[src/rtl/exe_hazard_fwd_unit_if.sv]
// Bundle between the decode stage / ID-EX register and the hazard and forwarding unit.
// The pipeline side uses master; the hazard unit uses slave.
interface exe_hazard_fwd_unit_if #(
    parameter int REG_AW = 5
);
    logic [REG_AW-1:0] IdRs;
    logic [REG_AW-1:0] IdRt;
    logic [3:0]        ExWb;
    logic [1:0]        ExM;
    logic [4:0]        ExEx;
    logic [REG_AW-1:0] ExRs;
    logic [REG_AW-1:0] ExRt;
    logic [REG_AW-1:0] ExRd;
    logic              BrTaken;
    logic [1:0]        ForwardA;
    logic [1:0]        ForwardB;
    logic              PcWrite;
    logic              IfIdWrite;
    logic              IfIdFlush;
    logic              IdExFlush;
    logic [15:0]       StallCnt;

    modport master (
        output IdRs, IdRt, ExWb, ExM, ExEx, ExRs, ExRt, ExRd, BrTaken,
        input  ForwardA, ForwardB, PcWrite, IfIdWrite, IfIdFlush, IdExFlush, StallCnt
    );

    modport slave (
        input  IdRs, IdRt, ExWb, ExM, ExEx, ExRs, ExRt, ExRd, BrTaken,
        output ForwardA, ForwardB, PcWrite, IfIdWrite, IfIdFlush, IdExFlush, StallCnt
    );
endinterface

[src/rtl/exe_hazard_fwd_unit.sv]
// EX operand forwarding, load-use stall and branch flush control.
// Optional stall-cycle statistic counter is built when HAZ_STALL_STATS_EN is defined.
module exe_hazard_fwd_unit #(
    parameter int LOAD_LAT = 1,
    parameter int REG_AW   = 5
) (
    input logic                  clk,
    input logic                  rst_n,
    exe_hazard_fwd_unit_if.slave bus
);
    typedef enum logic {RUN, STALL} state_e;

    state_e            state_q, state_d;
    logic [2:0]        bubCnt_q, bubCnt_d;
    logic [REG_AW-1:0] exDst;
    logic [REG_AW-1:0] memDst_q, wbDst_q;
    logic              memRegWr_q, wbRegWr_q;
    logic              hz;
    logic              unusedCtrl;

    assign unusedCtrl = ^{bus.ExWb[3:1], bus.ExM[0], bus.ExEx[4:1]};

    assign exDst = bus.ExEx[0] ? bus.ExRd : bus.ExRt;
    assign hz    = bus.ExM[1] && (exDst != '0) && ((exDst == bus.IdRs) || (exDst == bus.IdRt));

    function automatic logic [1:0] fwdSel(
        input logic [REG_AW-1:0] src,
        input logic              memWr,
        input logic [REG_AW-1:0] memDst,
        input logic              wbWr,
        input logic [REG_AW-1:0] wbDst
    );
        if (memWr && (memDst != '0) && (memDst == src)) return 2'b10;
        if (wbWr && (wbDst != '0) && (wbDst == src)) return 2'b01;
        return 2'b00;
    endfunction

    assign bus.ForwardA = fwdSel(bus.ExRs, memRegWr_q, memDst_q, wbRegWr_q, wbDst_q);
    assign bus.ForwardB = fwdSel(bus.ExRt, memRegWr_q, memDst_q, wbRegWr_q, wbDst_q);

    always_ff @(posedge clk or negedge rst_n) begin
        if (!rst_n) begin
            memDst_q   <= '0;
            memRegWr_q <= 1'b0;
            wbDst_q    <= '0;
            wbRegWr_q  <= 1'b0;
        end else begin
            memDst_q   <= exDst;
            memRegWr_q <= bus.ExWb[0];
            wbDst_q    <= memDst_q;
            wbRegWr_q  <= memRegWr_q;
        end
    end

    // The detecting cycle is already bubble 1, so bubCnt holds the bubbles still owed after it.
    always_comb begin
        state_d  = state_q;
        bubCnt_d = bubCnt_q;
        if (bus.BrTaken) begin
            state_d  = RUN;
            bubCnt_d = '0;
        end else begin
            case (state_q)
                RUN: begin
                    if (hz && (LOAD_LAT > 1)) begin
                        state_d  = STALL;
                        bubCnt_d = 3'(LOAD_LAT - 1);
                    end
                end
                STALL: begin
                    if (bubCnt_q <= 3'd1) begin
                        state_d  = RUN;
                        bubCnt_d = '0;
                    end else begin
                        bubCnt_d = bubCnt_q - 3'd1;
                    end
                end
                default: begin
                    state_d  = RUN;
                    bubCnt_d = '0;
                end
            endcase
        end
    end

    always_ff @(posedge clk or negedge rst_n) begin
        if (!rst_n) begin
            state_q  <= RUN;
            bubCnt_q <= '0;
        end else begin
            state_q  <= state_d;
            bubCnt_q <= bubCnt_d;
        end
    end

    // Reset forces the free-running defaults even while hazard inputs are active.
    always_comb begin
        bus.PcWrite   = 1'b1;
        bus.IfIdWrite = 1'b1;
        bus.IfIdFlush = 1'b0;
        bus.IdExFlush = 1'b0;
        if (rst_n) begin
            if (bus.BrTaken) begin
                bus.IfIdFlush = 1'b1;
                bus.IdExFlush = 1'b1;
            end else if ((state_q == STALL) || hz) begin
                bus.PcWrite   = 1'b0;
                bus.IfIdWrite = 1'b0;
                bus.IdExFlush = 1'b1;
            end
        end
    end

`ifdef HAZ_STALL_STATS_EN
    logic [15:0] stallCnt_q;

    always_ff @(posedge clk or negedge rst_n) begin
        if (!rst_n) begin
            stallCnt_q <= '0;
        end else if (!bus.PcWrite && (stallCnt_q != 16'hFFFF)) begin
            stallCnt_q <= stallCnt_q + 16'd1;
        end
    end

    assign bus.StallCnt = stallCnt_q;
`else
    assign bus.StallCnt = 16'h0000;
`endif
endmodule

[src/flat_wrapper.sv]
// flat-port wrapper written by rule: the top's interface ports become plain ports
module exe_hazard_fwd_unit_flat 
#(
    parameter int LOAD_LAT = 1,
    parameter int REG_AW   = 5
)
  (clk, rst_n, bus_IdRs, bus_IdRt, bus_ExWb, bus_ExM, bus_ExEx, bus_ExRs, bus_ExRt, bus_ExRd, bus_BrTaken, bus_ForwardA, bus_ForwardB, bus_PcWrite, bus_IfIdWrite, bus_IfIdFlush, bus_IdExFlush, bus_StallCnt);
  exe_hazard_fwd_unit_if #(.REG_AW(REG_AW)) bus_i ();
  input logic clk;
  input logic rst_n;
  input wire logic [$bits(bus_i.IdRs)-1:0] bus_IdRs;
  input wire logic [$bits(bus_i.IdRt)-1:0] bus_IdRt;
  input wire logic [$bits(bus_i.ExWb)-1:0] bus_ExWb;
  input wire logic [$bits(bus_i.ExM)-1:0] bus_ExM;
  input wire logic [$bits(bus_i.ExEx)-1:0] bus_ExEx;
  input wire logic [$bits(bus_i.ExRs)-1:0] bus_ExRs;
  input wire logic [$bits(bus_i.ExRt)-1:0] bus_ExRt;
  input wire logic [$bits(bus_i.ExRd)-1:0] bus_ExRd;
  input wire logic [$bits(bus_i.BrTaken)-1:0] bus_BrTaken;
  output wire logic [$bits(bus_i.ForwardA)-1:0] bus_ForwardA;
  output wire logic [$bits(bus_i.ForwardB)-1:0] bus_ForwardB;
  output wire logic [$bits(bus_i.PcWrite)-1:0] bus_PcWrite;
  output wire logic [$bits(bus_i.IfIdWrite)-1:0] bus_IfIdWrite;
  output wire logic [$bits(bus_i.IfIdFlush)-1:0] bus_IfIdFlush;
  output wire logic [$bits(bus_i.IdExFlush)-1:0] bus_IdExFlush;
  output wire logic [$bits(bus_i.StallCnt)-1:0] bus_StallCnt;
  assign bus_i.IdRs = bus_IdRs;
  assign bus_i.IdRt = bus_IdRt;
  assign bus_i.ExWb = bus_ExWb;
  assign bus_i.ExM = bus_ExM;
  assign bus_i.ExEx = bus_ExEx;
  assign bus_i.ExRs = bus_ExRs;
  assign bus_i.ExRt = bus_ExRt;
  assign bus_i.ExRd = bus_ExRd;
  assign bus_i.BrTaken = bus_BrTaken;
  assign bus_ForwardA = bus_i.ForwardA;
  assign bus_ForwardB = bus_i.ForwardB;
  assign bus_PcWrite = bus_i.PcWrite;
  assign bus_IfIdWrite = bus_i.IfIdWrite;
  assign bus_IfIdFlush = bus_i.IfIdFlush;
  assign bus_IdExFlush = bus_i.IdExFlush;
  assign bus_StallCnt = bus_i.StallCnt;
  exe_hazard_fwd_unit #(.LOAD_LAT(LOAD_LAT), .REG_AW(REG_AW)) u_core (.clk(clk), .rst_n(rst_n), .bus(bus_i));
endmodule
[config.mk]
export PLATFORM = sky130hd
export DESIGN_NAME = exe_hazard_fwd_unit_flat
export DESIGN_NICKNAME = d
export VERILOG_FILES = /design/src/rtl/exe_hazard_fwd_unit_if.sv /design/src/rtl/exe_hazard_fwd_unit.sv /design/src/flat_wrapper.sv
export SDC_FILE = /design/constraint.sdc
export NUM_CORES = 1
export LEC_CHECK = 0
export CORE_UTILIZATION = 42
export DETAILED_ROUTE_END_ITERATION = 12
export PLACE_DENSITY = 0.86
export SYNTH_ARGS = -nofsm -noshare
export SYNTH_HDL_FRONTEND = slang
export SYNTH_SLANG_ARGS = --single-unit
[constraint.sdc]
create_clock -name clk -period 4.1 [get_ports clk]
set_input_delay 0.82 -clock clk [delete_from_list [all_inputs] [get_ports clk]]
set_output_delay 0.82 -clock clk [all_outputs]
set_load 0.005 [all_outputs]
**Run 1: power grid**

Bar = 20 µm. Pins as bars on the die edge. Tap cells in gray.
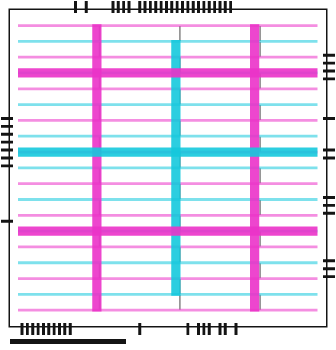
- VDD: cyan
- VSS: magenta
- tap cells: 30
- met5 straps: 3
- rows: 18
- met4 straps: 3
- signal pins: 63
Core Region: 2520 µm²
Max VDD drop: 0.153 mV
Die Ht: 54.4 µm

**Run 1: placed cells, one color a class**

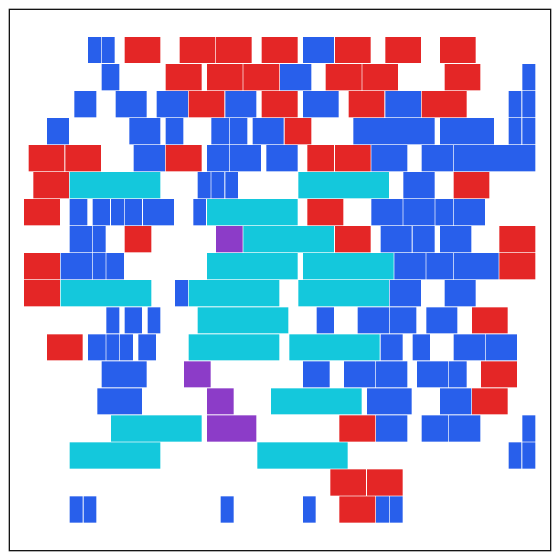
- remaining logic cells: blue (cells 95)
- registers: cyan (cells 16)
- clock drivers and dummy loads: purple (cells 4)
- remaining buffers and delay cells: red (cells 41)
Seq/total area: 25.9%
site row count: 18
Final Cell Area: 1550 µm²
Util after Layout: 61.4%

==> out/qor.yml, run 1 <==
synth:
  syn_inst: 114
  aoi_share_pct: 5.87
  ys_types: 27
  netlist_area_um2: 1150
timing:
  rsz0062_at_grt: "no"
  finalSetupViolations: 0
critical_path:
  critPathKind: "primary input to output port"
  cpPeakStageDelay_ns: 0.50
finish:
  fillers: 213
  areaGrowthSynthToFinish_pct: 34.5
outcome:
  outcome: "complete, no violations"
pwr:
  power_leakage_nw: 0.662
  combPwrFrac_pct: 27.1
  sw_frac_of_total_pct: 25.8
  pg_comb_uw: 102
placement:
  routabilityCongestion: 0.774
  place_area_um2: 1510
hold_path:
  hp-start: "u_core.memRegWr_q$_DFF_PN0_"
clocking:
  clk_pin_slew_ns: 0.08
floorplan:
  ioPinCount: 63
**Run 1: clock distribution**

Bar = 20 µm.
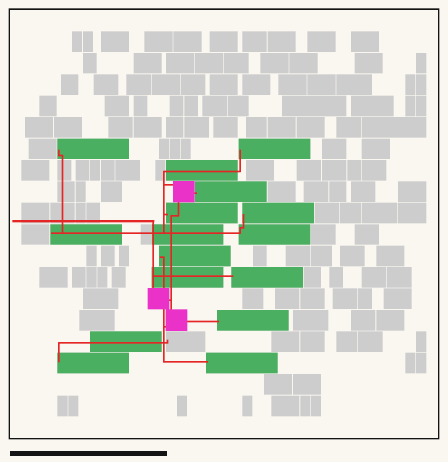
- flip-flops: green (count 16)
- clock wires: red (length 158 µm)
- clock-net drivers: magenta (count 3)
- routed clock nets: 4
clk ins delay skew pair: 0.27 ns
clock skew: 0.00564 ns
clk pwr: 97.8 µW
Clock power frac: 26.0%

-- run 1: layout make-up --
class / instances / area (µm²) / area share [%]
Clock buffer: 4 / 36.3 / 2.34
Inverter: 7 / 26.3 / 1.70
Multi-Input combinational cell: 88 / 642 / 41.5
Sequential cell: 16 / 400 / 25.9
Tap cell: 30 / 37.5 / 2.43
Timing Repair Buffer: 41 / 405 / 26.2
-- run 1: critical path, delay by kind of cell --
kind	cells	cell delay (ns)
buffers and inverters	2	0.97
AND/OR/NAND/NOR	2	0.25
AND-OR/OR-AND	2	0.32
multiplexers	1	0.33
XOR/XNOR	1	0.16
-- run 1: metal layers --
metal	vias to the layer above	part of all wire, %	track usage (%)
li1	434	-	-
met1	417	42	19.4
met2	23	55	30.1
met3	0	3.0	2.78
met4	0	0	3.85
met5	-	0	0
==> inputs of run 2 (changes only) <==
- RECOVER_POWER: not set -> 100
**Run 2: placed cells, one color a class**

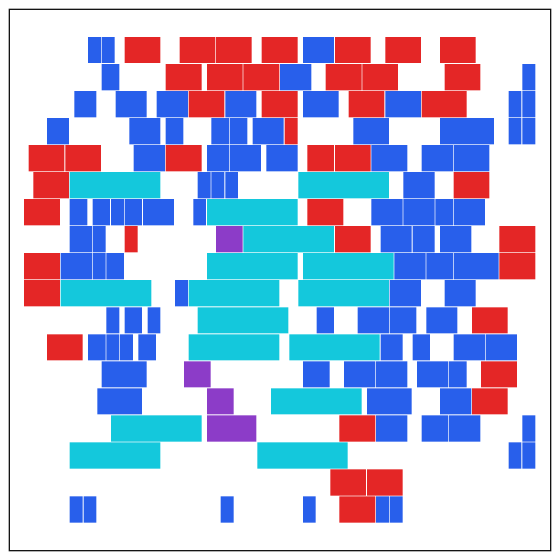
- registers: cyan (cells 16)
- remaining buffers and delay cells: red (cells 41)
- remaining logic cells: blue (cells 95)
- clock drivers and dummy loads: purple (cells 4)
Util after Layout: 60.1%
Seq/total area: 26.4%
Final Cell Area: 1520 µm²

==> run 2 against run 1 <==
Critical path depth stayed put. Die area stayed put. Final area is 2.1% lower. Via count stayed put. Highest routed layer unchanged. Worst setup slack worse by 0.12 ns.
==> out/qor.yml, run 2 <==
timing:
  clock_skew_ns: 0.00613  # +0.000487 ns
  finalSetupViolations: 0  # unchanged
  fin_crit_sh_pct: 92.7
pwr:
  power_leakage_nw: 0.673  # +1.7%
  sw_frac_of_total_pct: 25.9  # +0.065 points
  p_clk_uw: 98.0  # about the same
  peakVddDrop_mv: 0.153  # -0.10%
  combPwrFrac_pct: 25.8  # -1.3 points
  pwr-share-clk_pct: 26.5  # +0.5 points
  pg_comb_uw: 95.6  # -6%
drt:
  drc_errors: 0
  wl_met2_um: 1280  # -0.31%
  num_vias: 874
  dr.max_layer_used: "met3"
  wl_met1_um: 984  # +1.8%
synth:
  syn_inst: 114  # unchanged
  aoi_share_pct: 5.87  # unchanged
  netlist_area_um2: 1150  # unchanged
clocking:
  clk_pin_slew_ns: 0.08  # about the same
  clkLatencyLatePin_ns: 0.27  # about the same
placement:
  place_area_um2: 1510  # unchanged
  routabilityCongestion: 0.774  # unchanged
global_route:
  grt_use_met1_pct: 19.4  # unchanged
  use_met2_pct: 30.1  # unchanged
  busiest_layer: "met2"
finish:
  fillers: 218  # +2.3%
  areaGrowthSynthToFinish_pct: 31.6
floorplan:
  core_area_um2: 2520  # unchanged
  num_rows: 18  # unchanged
  die_y_um: 54.4  # unchanged
  ioPinCount: 63  # unchanged
critical_path:
  critPathKind: "primary input to output port"
outcome:
  outcome: "complete, no violations"
==> run 2: worst max-delay path: stages <==
cell and delay, ns:
dlygate4sd3_1 0.59, mux2_4 0.33, xor2_1 0.16, nor3_2 0.14, nand3_1 0.11, a21oi_2 0.18, o31a_1 0.14, clkdlybuf4s50_1 0.50
==> run 2: final cells by class <==
| type | instances | area [µm²] | share of cell area (%) |
|---|---|---|---|
| tap | 30 | 37.5 | 2.48 |
| multi-input combinational | 88 | 617 | 40.7 |
| timing repair buffer | 41 | 398 | 26.3 |
| clock buffer | 4 | 36.3 | 2.39 |
| sequential | 16 | 400 | 26.4 |
| inverter | 7 | 26.3 | 1.73 |
Power figures rest on the tool's default switching activity, not on a simulated workload.
